<file path="src/rtl/fb_swap_scheduler_pkg.sv">
// Shared types and width helpers for the frame-buffer swap scheduler.
package gpu_fb_pkg;

  typedef enum logic [1:0] {
    ST_RENDER    = 2'd0,
    ST_WAIT_SYNC = 2'd1,
    ST_FLIP      = 2'd2,
    ST_CLEAR     = 2'd3
  } fb_state_t;

  // Minimum index width for n entries (never below 1 bit).
  function automatic int idx_width(input int n);
    int w;
    w = 1;
    while ((1 << w) < n) w++;
    return w;
  endfunction

  function automatic int clr_cnt_width(input int size);
    return idx_width(size);
  endfunction

endpackage

</file>
<file path="src/rtl/fb_swap_scheduler_if.sv">
// Requester, sequencing and SRAM-side signals of the swap scheduler.
interface fb_swap_scheduler_if #(
  parameter int NUM_REQ   = 4,
  parameter int ADDR_SIZE = 8,
  parameter int DATA_SIZE = 1
);
  logic [NUM_REQ-1:0]                req_valid;
  logic [NUM_REQ-1:0][ADDR_SIZE-1:0] req_addr;
  logic [NUM_REQ-1:0][DATA_SIZE-1:0] req_data;
  logic [NUM_REQ-1:0]                req_ready;
  logic                              frame_done;
  logic                              vsync;
  logic                              sram_we;
  logic [ADDR_SIZE-1:0]              sram_addr;
  logic [DATA_SIZE-1:0]              sram_data;
  logic                              sram_flip;
  logic                              front_buf;
  logic                              busy;
  logic                              overrun;

  modport master (
    output req_valid, req_addr, req_data, frame_done, vsync,
    input  req_ready, sram_we, sram_addr, sram_data, sram_flip,
           front_buf, busy, overrun
  );

  modport slave (
    input  req_valid, req_addr, req_data, frame_done, vsync,
    output req_ready, sram_we, sram_addr, sram_data, sram_flip,
           front_buf, busy, overrun
  );
endinterface

</file>
<file path="src/rtl/fb_swap_scheduler_rr_arbiter.sv">
// Round-robin arbiter: one-hot grant searched from the priority pointer.
module rr_arbiter import gpu_fb_pkg::*; #(
  parameter int NUM_REQ = 4,
  parameter int IW      = idx_width(NUM_REQ)
) (
  input  logic               clk,
  input  logic               n_rst,
  input  logic               en,
  input  logic [NUM_REQ-1:0] req,
  output logic [NUM_REQ-1:0] gnt,
  output logic [IW-1:0]      gnt_idx,
  output logic               accept
);

  logic [IW-1:0] ptr;

  always_comb begin
    logic [IW:0] idx;
    gnt     = '0;
    gnt_idx = ptr;
    accept  = 1'b0;
    idx     = '0;
    for (int k = 0; k < NUM_REQ; k++) begin
      idx = {1'b0, ptr} + (IW+1)'(k);
      if (idx >= (IW+1)'(NUM_REQ)) idx = idx - (IW+1)'(NUM_REQ);
      if (en && !accept && req[idx[IW-1:0]]) begin
        gnt[idx[IW-1:0]] = 1'b1;
        gnt_idx          = idx[IW-1:0];
        accept           = 1'b1;
      end
    end
  end

  // Grant is only ever given to a valid requester, so a grant is a transfer.
  always_ff @(posedge clk or negedge n_rst) begin
    if (!n_rst) begin
      ptr <= '0;
    end else if (accept) begin
      ptr <= (gnt_idx == IW'(NUM_REQ-1)) ? '0 : gnt_idx + 1'b1;
    end
  end

endmodule

</file>
<file path="src/rtl/fb_swap_scheduler.sv">
// Double-buffer swap scheduler: arbitrates pixel writes and flips on vsync.
// Optional post-flip back-buffer clear is enabled by FB_CLEAR_ON_FLIP_EN.
//
// state        | meaning
// ST_RENDER    | requesters granted round-robin into the back buffer
// ST_WAIT_SYNC | frame complete, writes blocked until vsync
// ST_FLIP      | one-cycle sram_flip strobe, front_buf toggles
// ST_CLEAR     | back buffer filled with CLEAR_VALUE (feature build only)
module fb_swap_scheduler import gpu_fb_pkg::*; #(
  parameter int                   NUM_REQ     = 4,
  parameter int                   ADDR_SIZE   = 8,
  parameter int                   DATA_SIZE   = 1,
  parameter int                   SIZE        = 256,
  parameter logic [DATA_SIZE-1:0] CLEAR_VALUE = '0
) (
  input logic               clk,
  input logic               n_rst,
  fb_swap_scheduler_if.slave bus
);

  localparam int IW = idx_width(NUM_REQ);

  fb_state_t          state, state_nxt;
  logic [NUM_REQ-1:0] gnt;
  logic [IW-1:0]      gnt_idx;
  logic               accept;

`ifdef FB_CLEAR_ON_FLIP_EN
  localparam int CW = clr_cnt_width(SIZE);
  logic [CW-1:0] clr_cnt;
  logic          clr_last;

  assign clr_last = (clr_cnt == CW'(SIZE-1));
`endif

  rr_arbiter #(.NUM_REQ(NUM_REQ), .IW(IW)) u_arb (
    .clk     (clk),
    .n_rst   (n_rst),
    .en      (state == ST_RENDER),
    .req     (bus.req_valid),
    .gnt     (gnt),
    .gnt_idx (gnt_idx),
    .accept  (accept)
  );

  assign bus.req_ready = gnt;
  assign bus.sram_flip = (state == ST_FLIP);
  assign bus.busy      = (state != ST_RENDER);

  always_ff @(posedge clk or negedge n_rst) begin
    if (!n_rst) state <= ST_RENDER;
    else        state <= state_nxt;
  end

  // A vsync coinciding with frame_done in RENDER is dropped: only WAIT_SYNC listens.
  always_comb begin
    state_nxt = state;
    case (state)
      ST_RENDER:    if (bus.frame_done) state_nxt = ST_WAIT_SYNC;
      ST_WAIT_SYNC: if (bus.vsync)      state_nxt = ST_FLIP;
`ifdef FB_CLEAR_ON_FLIP_EN
      ST_FLIP:      state_nxt = ST_CLEAR;
      ST_CLEAR:     if (clr_last)       state_nxt = ST_RENDER;
`else
      ST_FLIP:      state_nxt = ST_RENDER;
`endif
      default:      state_nxt = ST_RENDER;
    endcase
  end

  always_ff @(posedge clk or negedge n_rst) begin
    if (!n_rst) begin
      bus.sram_we   <= 1'b0;
      bus.sram_addr <= '0;
      bus.sram_data <= '0;
    end else begin
      bus.sram_we <= 1'b0;
      if (accept) begin
        bus.sram_we   <= 1'b1;
        bus.sram_addr <= bus.req_addr[gnt_idx];
        bus.sram_data <= bus.req_data[gnt_idx];
      end
`ifdef FB_CLEAR_ON_FLIP_EN
      else if (state == ST_CLEAR) begin
        bus.sram_we   <= 1'b1;
        bus.sram_addr <= ADDR_SIZE'(clr_cnt);
        bus.sram_data <= CLEAR_VALUE;
      end
`endif
    end
  end

  always_ff @(posedge clk or negedge n_rst) begin
    if (!n_rst) begin
      bus.front_buf <= 1'b1;
      bus.overrun   <= 1'b0;
    end else begin
      if (state == ST_FLIP)                        bus.front_buf <= ~bus.front_buf;
      if (bus.frame_done && (state != ST_RENDER)) bus.overrun   <= 1'b1;
    end
  end

`ifdef FB_CLEAR_ON_FLIP_EN
  always_ff @(posedge clk or negedge n_rst) begin
    if (!n_rst)                clr_cnt <= '0;
    else if (state != ST_CLEAR) clr_cnt <= '0;
    else if (!clr_last)         clr_cnt <= clr_cnt + 1'b1;
  end
`endif

endmodule

</file>
<file path="src/flat_wrapper.sv">
// flat-port wrapper written by rule: the top's interface ports become plain ports
module fb_swap_scheduler_flat import gpu_fb_pkg::*;
#(
  parameter int                   NUM_REQ     = 4,
  parameter int                   ADDR_SIZE   = 8,
  parameter int                   DATA_SIZE   = 1,
  parameter int                   SIZE        = 256,
  parameter logic [DATA_SIZE-1:0] CLEAR_VALUE = '0
)
  (clk, n_rst, bus_req_valid, bus_req_addr, bus_req_data, bus_frame_done, bus_vsync, bus_req_ready, bus_sram_we, bus_sram_addr, bus_sram_data, bus_sram_flip, bus_front_buf, bus_busy, bus_overrun);
  fb_swap_scheduler_if #(.NUM_REQ(NUM_REQ), .ADDR_SIZE(ADDR_SIZE), .DATA_SIZE(DATA_SIZE)) bus_i ();
  input logic clk;
  input logic n_rst;
  input wire logic [$bits(bus_i.req_valid)-1:0] bus_req_valid;
  input wire logic [$bits(bus_i.req_addr)-1:0] bus_req_addr;
  input wire logic [$bits(bus_i.req_data)-1:0] bus_req_data;
  input wire logic [$bits(bus_i.frame_done)-1:0] bus_frame_done;
  input wire logic [$bits(bus_i.vsync)-1:0] bus_vsync;
  output wire logic [$bits(bus_i.req_ready)-1:0] bus_req_ready;
  output wire logic [$bits(bus_i.sram_we)-1:0] bus_sram_we;
  output wire logic [$bits(bus_i.sram_addr)-1:0] bus_sram_addr;
  output wire logic [$bits(bus_i.sram_data)-1:0] bus_sram_data;
  output wire logic [$bits(bus_i.sram_flip)-1:0] bus_sram_flip;
  output wire logic [$bits(bus_i.front_buf)-1:0] bus_front_buf;
  output wire logic [$bits(bus_i.busy)-1:0] bus_busy;
  output wire logic [$bits(bus_i.overrun)-1:0] bus_overrun;
  assign bus_i.req_valid = bus_req_valid;
  assign bus_i.req_addr = bus_req_addr;
  assign bus_i.req_data = bus_req_data;
  assign bus_i.frame_done = bus_frame_done;
  assign bus_i.vsync = bus_vsync;
  assign bus_req_ready = bus_i.req_ready;
  assign bus_sram_we = bus_i.sram_we;
  assign bus_sram_addr = bus_i.sram_addr;
  assign bus_sram_data = bus_i.sram_data;
  assign bus_sram_flip = bus_i.sram_flip;
  assign bus_front_buf = bus_i.front_buf;
  assign bus_busy = bus_i.busy;
  assign bus_overrun = bus_i.overrun;
  fb_swap_scheduler #(.NUM_REQ(NUM_REQ), .ADDR_SIZE(ADDR_SIZE), .DATA_SIZE(DATA_SIZE), .SIZE(SIZE), .CLEAR_VALUE(CLEAR_VALUE)) u_core (.clk(clk), .n_rst(n_rst), .bus(bus_i));
endmodule
</file>
<file path="config.mk">
export PLATFORM = sky130hd
export DESIGN_NAME = fb_swap_scheduler_flat
export DESIGN_NICKNAME = d
export VERILOG_FILES = /design/src/rtl/fb_swap_scheduler_pkg.sv /design/src/rtl/fb_swap_scheduler_if.sv /design/src/rtl/fb_swap_scheduler_rr_arbiter.sv /design/src/rtl/fb_swap_scheduler.sv /design/src/flat_wrapper.sv
export SDC_FILE = /design/constraint.sdc
export NUM_CORES = 1
export LEC_CHECK = 0
export ABC_AREA = 1
export CAP_MARGIN = 15
export CORE_MARGIN = 8
export CORE_UTILIZATION = 44
export CTS_CLUSTER_DIAMETER = 60
export DETAILED_ROUTE_END_ITERATION = 6
export PLACE_DENSITY_LB_ADDON = 0.05
export SYNTH_ARGS = -nofsm -noshare
export SYNTH_HDL_FRONTEND = slang
export SYNTH_SLANG_ARGS = --single-unit
</file>
<file path="constraint.sdc">
create_clock -name clk -period 2.48 [get_ports clk]
set_clock_uncertainty 0.1 [all_clocks]
set_input_delay 0.248 -clock clk [delete_from_list [all_inputs] [get_ports clk]]
set_output_delay 0.248 -clock clk [all_outputs]
set_load 0.005 [all_outputs]
</file>
Run 1, signal wires by layer:
(4 px per µm)
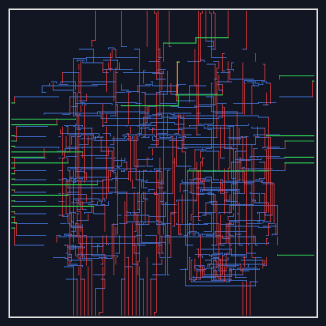
Key: orange = met4 [wire length 8.20 µm]; blue = met1 [wire length 1820 µm]; green = met3 [wire length 250 µm]; red = met2 [wire length 2280 µm]
Tot GR Track Use: 14.6%
routed wire length per instance: 12.5 µm
Total Wirelength: 4360 µm

Run 1, sequential cells coloured by netlist name:
(4 px per µm) Other sequential cells in the stronger grey, the rest of the logic in the fainter grey.
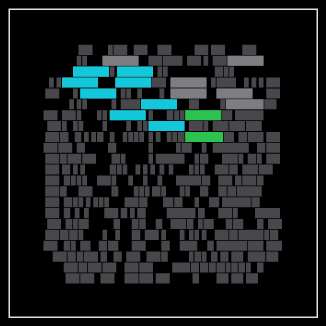
Key: cyan = u_core.bus.sram_addr [placed flops 8, where north]; green = u_core.u_arb.ptr [placed flops 2]
Another 6 sequential cells are not coloured.
Flop area: 403 µm²
Final Core Density: 66.8%
P_seq: 0.483 mW
flop share of the area: 16.7%

==> flow_metrics.py, run 1 <==
# Generated from Yosys and OpenROAD reports
metrics = {
    "run": {
        "maxCapViolCount": 0,
    },
    "logic_synthesis": {
        "synthSimpleGateAreaFrac_pct": 58.0,
        "edf_count": 0,
        "ys_cells": 230,
        "xor_share_pct": 0.542,
        "yosys-top-cells-area": "dfrtp_1, nand2_1, nand2_2, nand3_1, nand3_4",
        "syn_area_um2": 1620,
        "synth.distinct_cells": 31,
        "most_common_cell": "nand2_1",
        "synth_seq_share_pct": 24.8,
        "netlist_instances": 230,
        "synthMuxAreaShare_pct": 0,
        "logic_family": "simple AND/OR/NAND/NOR gates",
    },
    "routing": {
        "drt_iter0_markers": 63,
        "ant_nets": 0,
        "viasPerCell": 4.80,
    },
    "worst_setup_path": {
        "path_max_fanout": 6,
        "cp.buffers_inverters": 4,
        "critical_path_depth": 10,
        "r2r-end": "u_core.bus.sram_addr[3]",
        "crit_end": "bus_req_ready[1]",
        "crit_type": "reg -> out",
        "r2r_cells": 16,
        "crit_chain": "inv_8 > ha_4 > inv_2 > nand3_1 > nand3_2 > nand3_2 > clkinv_2 > a21oi_1 > o21ai_0 > dlygate4sd2_1",
    },
    "die": {
        "die_h_um": 76.6,
        "coreArea_um2": 3610,
        "rows": 22,
    },
    "pwr": {
        "switchingPower_mw": 1.92,
        "power_frac_comb_pct": 81.3,
        "pg_clk_mw": 0.195,
        "power_frac_seq_pct": 13.3,
        "pg_comb_mw": 2.94,
        "peakVddDrop_mv": 0.583,
    },
    "clock_tree": {
        "root_buffer": "clkbuf_8",
        "cts_sinks": 16,
        "cts_hold_buf": 0,
        "clk_pin_slew_ps": 60,
    },
    "sta": {
        "tightest_slew_ps": 676,
        "finalCritPeriodShare_pct": 94.6,
        "min_period_ps": 2350,
        "setup_tns_ps": 0,
        "setup_viol_count_final": 0,
    },
    "finish": {
        "largest_reg_flops": 8,
        "comb_area_um2": 1110,
        "instances_no_fill": 348,
        "fill_cells": 336,
        "nets": 349,
        "drive_gt1_share_pct": 23.7,
    },
    "place": {
        "gp_congestion": 0.869,
        "place_ws_ps": 41.4,
        "place_inst": 339,
        "placedInstanceArea_um2": 2300,
    },
    "run_status": {
        "status": "complete, no violations",
    },
    "global_route": {
        "grt_pass1_vias": 1700,
        "grt_overflow": 0,
        "grt_pass1_wl_um": 7320,
    },
}
Run 1, port wiring:
(6 px per µm)
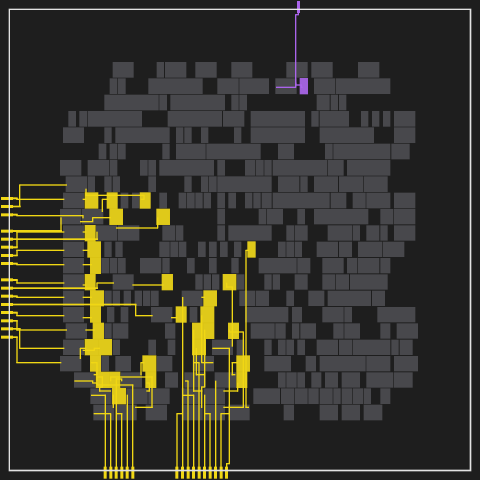
Key: purple = bus_frame_done [bits 1, direction input, edge north, end cells 1, wire 18.1 µm]; yellow = bus_req_addr [bits 32, direction input, edge 16 west, 16 south, end cells 32, wire 621 µm]
IO buf count: 61
Ports: 62

## run 1: layer usage
layer  global-route usage (%)  share of wire (%)
met1                     16.3                 42
met2                     27.0                 52
met3                     4.36                5.7
met4                     1.73               0.18
met5                        0                  0
## run 1: cell usage in the layout, fill, tap and decap left out, types with 3 or more instances in the layout
cell,n
nand2_4,4
o22ai_1,5
nand2_2,27
ha_1,3
nand3_4,4
dfrtp_1,14
a21oi_1,3
nand2_1,92
dlygate4sd2_1,4
nor2_1,4
o21ai_0,5
nand3_1,24
clkdlybuf4s50_1,57
inv_1,11
nand3_2,6
clkbuf_8,3
buf_4,10
## run 1: area by class of cell
type,instances,share of cell area (%)
timing repair buffer,74,30.0
tap,48,2.49
inverter,15,2.70
sequential,16,16.7
multi-input combinational,191,46.2
clock buffer,4,1.87
## Run 2: what changed since run 1
Settings changed: CAP_MARGIN 15 to default, CORE_UTILIZATION 44 to 46, CTS_BUF_LIST from default to sky130_fd_sc_hd__clkbuf_2.
Run 2, signal wires by layer:
(4 px per µm)
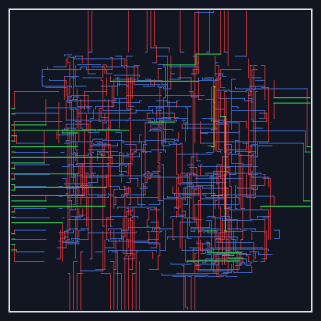
Key: blue = met1 [wire length 1830 µm]; orange = met4 [wire length 43.5 µm]; green = met3 [wire length 320 µm]; red = met2 [wire length 2330 µm]
routed wire length per instance: 13.2 µm
Tot GR Track Use: 16.6%
Total Wirelength: 4520 µm
via count: 1694

Run 2, gate families picked out:
(4 px per µm)
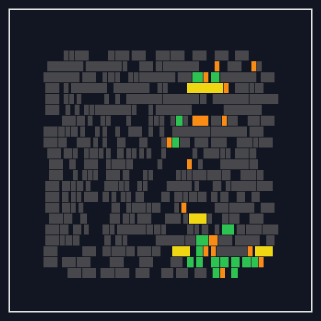
Key: green = inverting AOI/OAI gates [cells 16]; yellow = adder and majority cells [cells 4, most used ha_1]; orange = inverters [cells 15, most used inv_1]
final std cells w/o fill: 342
combinational share of cell area: 47.3%

Run 2, clock routing:
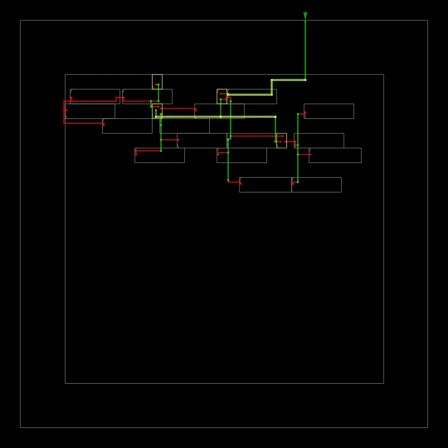
CTS buffer count: 3
clock tree sinks: 16
clk latency late pin: 280 ps
clkbuf count: 4
Clk power: 0.120 mW

==> run 2 against run 1 <==
Net effect: global-route usage rose by 2.0 points; via count rose by 1.4%; sequential power decreased by 0.8%; combinational power about the same; register-to-register slack is essentially flat; sequential share of layout area increased by 0.37 points; total power decreased by 2.2%; final cell count down 1.7%; synthesized area did not move; first-iteration DRC count increased by 30%; worst setup slack got worse by 27 ps; fmax shrank 1.1%; critical path type unchanged; largest power group unchanged.
==> flow_metrics.py, run 2 <==
# Generated from Yosys and OpenROAD reports
metrics = {
    "finish": {
        "inv_count": 15,
        "ff_count": 16,
        "logic_gate_count": 191,
        "non_clock_buffer_area_share_pct": 29.4,
        "comb_area_um2": 1110,
        "nets": 345,
        "seq_share_pct": 17.1,
    },
    "routing": {
        "met3WireLength_um": 319,
        "viasPerCell": 4.95,
        "drt-met1-wl_um": 1830,
        "ant_nets": 0,
        "wl_met2_um": 2330,
    },
    "pwr": {
        "power_frac_seq_pct": 13.5,
        "pg_comb_mw": 2.94,
        "peakVddDrop_mv": 0.627,
        "power_frac_comb_pct": 83.1,
        "p_seq_mw": 0.479,
    },
    "die": {
        "rows": 21,
        "io_pins": 62,
        "coreArea_um2": 3360,
        "die_h_um": 75.3,
    },
    "global_route": {
        "met3_usage_pct": 5.06,
        "grt_pass1_wl_um": 7470,
        "grt.busiest_layer": "met2",
        "grt_pass1_vias": 1724,
    },
    "place": {
        "place_ws_ps": -1.97,
        "placedInstanceArea_um2": 2290,
    },
    "sta": {
        "setup_viol_count_final": 0,
    },
    "logic_synthesis": {
        "netlist_instances": 230,
        "xor_share_pct": 0.542,
        "syn_area_um2": 1620,
        "yosys-top-cells-area": "dfrtp_1, nand2_1, nand2_2, nand3_1, nand3_4",
    },
    "run_status": {
        "status": "complete, no violations",
    },
    "worst_setup_path": {
        "crit_chain": "inv_8 > ha_4 > inv_2 > nand3_1 > nand3_2 > nand3_2 > inv_4 > a21oi_2 > o21ai_0 > dlygate4sd2_1",
    },
    "clock_tree": {
        "root_buffer": "clkbuf_2",
    },
}
## run 2: netlist changes by cell type in the layout (fill, tap and decap cells not counted)
cell and change:
a21oi_1 -1, a21oi_2 +1, buf_4 -4, clkbuf_1 -1
clkbuf_2 +4, clkbuf_8 -3, clkinv_2 -1, inv_4 +1
## run 2: worst paths after layout
| check | cells after the start | slack (ps) | endpoint |
|---|---|---|---|
| max | 10 | 110 | bus_req_ready[2] |
| min | 1 | 250 | u_core.bus.sram_addr[6] |
| max reg2reg | 16 | 190 | u_core.bus.sram_addr[1] |
| min reg2reg | 1 | 390 | u_core.bus.overrun |
| max in group asynchronous | 1 | 1550 | u_core.u_arb.ptr[0] |
| min in group clk | 1 | 390 | u_core.bus.overrun |
## Run 3: what changed since run 2
Settings changed: MAX_ROUTING_LAYER from default to met4.
Clock period 2.48 ns to 2.4 ns, I/O delays scaled along.
Run 3, sequential cells coloured by netlist name:
(4 px per µm) Other sequential cells in the stronger grey, the rest of the logic in the fainter grey.
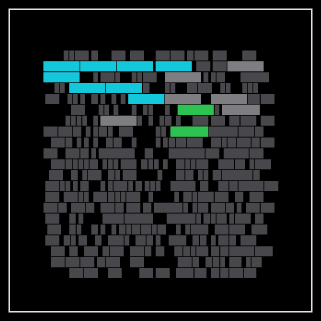
Key: cyan = u_core.bus.sram_addr [placed flops 8]; green = u_core.u_arb.ptr [placed flops 2]
flop share of the area: 16.0%
Final Core Density: 75.0%
P_seq: 0.496 mW

Run 3, gate families picked out:
(4 px per µm)
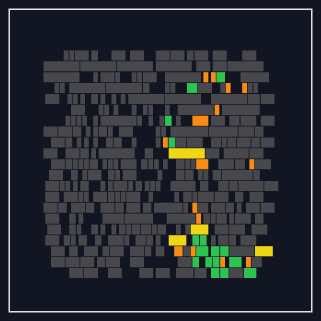
Key: yellow = adder and majority cells [cells 4, most used ha_1, where south]; green = inverting AOI/OAI gates [cells 16, most used o22ai_1]; orange = inverters [cells 15, most used inv_1]
final std cells w/o fill: 353
Commonest Layout Cell: nand2_1
combinational share of cell area: 46.0%

Run 3, port wiring:
(6 px per µm)
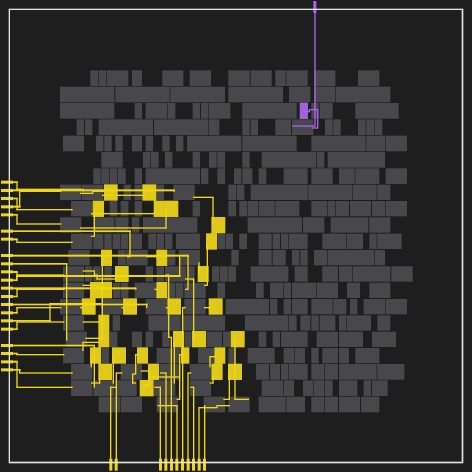
Key: yellow = bus_req_addr [bits 32, direction input, edge 21 west, 11 south, end cells 32, wire 703 µm]; purple = bus_frame_done [bits 1, direction input, edge north, end cells 1, wire 29.6 µm]

==> run 3 against run 2 <==
Net effect: routed wire length increased by 6.5%; total power increased by 14%; combinational power increased by 17%; cell area increased by 7.2%; flip-flop count unchanged; hold slack got worse by 11 ps; critical path depth increased by 5; count of clock-buffer cells in the layout unchanged; synthesized cell count unchanged; sequential power increased by 4%; critical path type is now reg -> reg; critical endpoint is now u_core.bus.sram_addr[5].
==> flow_metrics.py, run 3 <==
# Generated from Yosys and OpenROAD reports
metrics = {
    "run_status": {
        "status": "complete, no violations",
    },
    "worst_setup_path": {
        "worst_path_largest_cell_delay_ps": 460,
        "r2r-end": "u_core.bus.sram_addr[5]",
        "path_max_fanout": 11,
        "crit_chain": "buf_6 > nand2_1 > nand3_1 > inv_1 > nor2_4 > nand3_2 > buf_4 > buf_4 > nand3_1 > nand3_1 > nand2_2 > nand2_1 > nand2_1 > nand2_1 > nand2_1",
        "r2r_cells": 15,
        "cp_common_cell": "nand2_1",
        "critical_path_depth": 15,
        "crit_type": "reg -> reg",
        "cp.required_ps": 2540,
        "cp.buffers_inverters": 4,
        "cp_slowest_cell": "dfrtp_2",
        "crit_end": "u_core.bus.sram_addr[5]",
        "reg2reg_setup_slack_ps": 80,
    },
    "die": {
        "io_pins": 62,
        "die_h_um": 75.3,
        "chipArea_um2": 5670,
        "rows": 21,
        "coreArea_um2": 3360,
    },
    "routing": {
        "vias": 1741,
        "met3WireLength_um": 326,
        "viasPerCell": 4.93,
        "ant_nets": 0,
        "drt_first_pass_iters": 4,
        "wl_met2_um": 2480,
        "avgRoutedWirePerCell_um": 13.6,
        "top_layer": "met4",
        "drt_iter0_markers": 125,
        "routed_wl_um": 4810,
        "drt-met1-wl_um": 1960,
    },
    "global_route": {
        "met3_usage_pct": 5.86,
        "grt.busiest_layer": "met2",
        "use_met2_pct": 28.5,
        "grt_pass1_vias": 1703,
        "antenna_found_initial": 0,
        "grt_use_met1_pct": 17.6,
        "grt_overflow": 0,
        "track_usage_pct": 16.5,
        "grt_pass1_wl_um": 7160,
    },
    "logic_synthesis": {
        "synth_seq_share_pct": 24.8,
        "yosys_register_bits": 16,
        "edf_count": 0,
        "async_flop_share_pct": 100,
        "flop_cell": "dfrtp_1",
        "ys_cells": 230,
        "most_common_cell": "nand2_1",
        "syn_area_um2": 1620,
        "floorplan.nets": 278,
        "netlist_instances": 230,
        "yosys-top-cells-area": "dfrtp_1, nand2_1, nand2_2, nand3_1, nand3_4",
        "synth.distinct_cells": 31,
    },
    "place": {
        "gp_congestion": 0.909,
        "place_inst": 339,
        "port_buffers": 61,
        "place_ws_ps": -12.7,
        "placedInstanceArea_um2": 2310,
    },
    "sta": {
        "max_clock_freq_mhz": 431,
        "tightest_slew_ps": 658,
        "min_period_ps": 2320,
        "setup_viol_count_final": 0,
        "setup_tns_ps": 0,
        "finalCritPeriodShare_pct": 96.7,
    },
    "pwr": {
        "pg_comb_mw": 3.43,
        "pg_clk_mw": 0.124,
        "power_frac_seq_pct": 12.2,
        "power_frac_comb_pct": 84.7,
        "p_sw_share_pct": 53.2,
        "switchingPower_mw": 2.15,
        "peakVddDrop_mv": 0.749,
    },
    "clock_tree": {
        "clk_latency_ps": 280,
        "root_buffer": "clkbuf_2",
        "h-tree-depth": 1,
        "numCtsBuffers": 3,
        "cts_sinks": 16,
        "cts_hold_buf": 0,
        "clk_pin_slew_ps": 140,
    },
    "finish": {
        "drive_gt1_share_pct": 28.0,
        "nets": 356,
        "largest_reg_flops": 8,
        "most-common-layout-cells": "nand2_1, clkdlybuf4s50_1, nand2_2",
    },
    "run": {
        "maxCapViolCount": 0,
    },
}
-- run 3: final cells by class --
cell class / count / area, µm²
Clock buffer: 4 / 20.0
Fill cell: 281 / 840
Inverter: 15 / 71.3
Multi-Input combinational cell: 192 / 1160
Sequential cell: 16 / 403
Tap cell: 46 / 57.6
Timing Repair Buffer: 80 / 811
-- run 3: repair_timing --
action	in CTS	in global routing
resized	10	23
gates cloned	0	2
pin swaps	2	10
setup buffers	3	5
endpoints found under the setup margin	10	13
-- run 3: cells by family after synthesis --
family                     count (synthesis)  share of synthesized area (%)
adders and majority gates                  4                           3.10
and+or+nand+nor                          170                           58.0
xor gates and xnor gates                   1                          0.542
buffers and inverters                     23                           7.97
DFF                                       16                           24.8
AOI/OAI and AO/OA                         16                           5.50
No activity file was given, so power comes from the tool's default toggle rates.
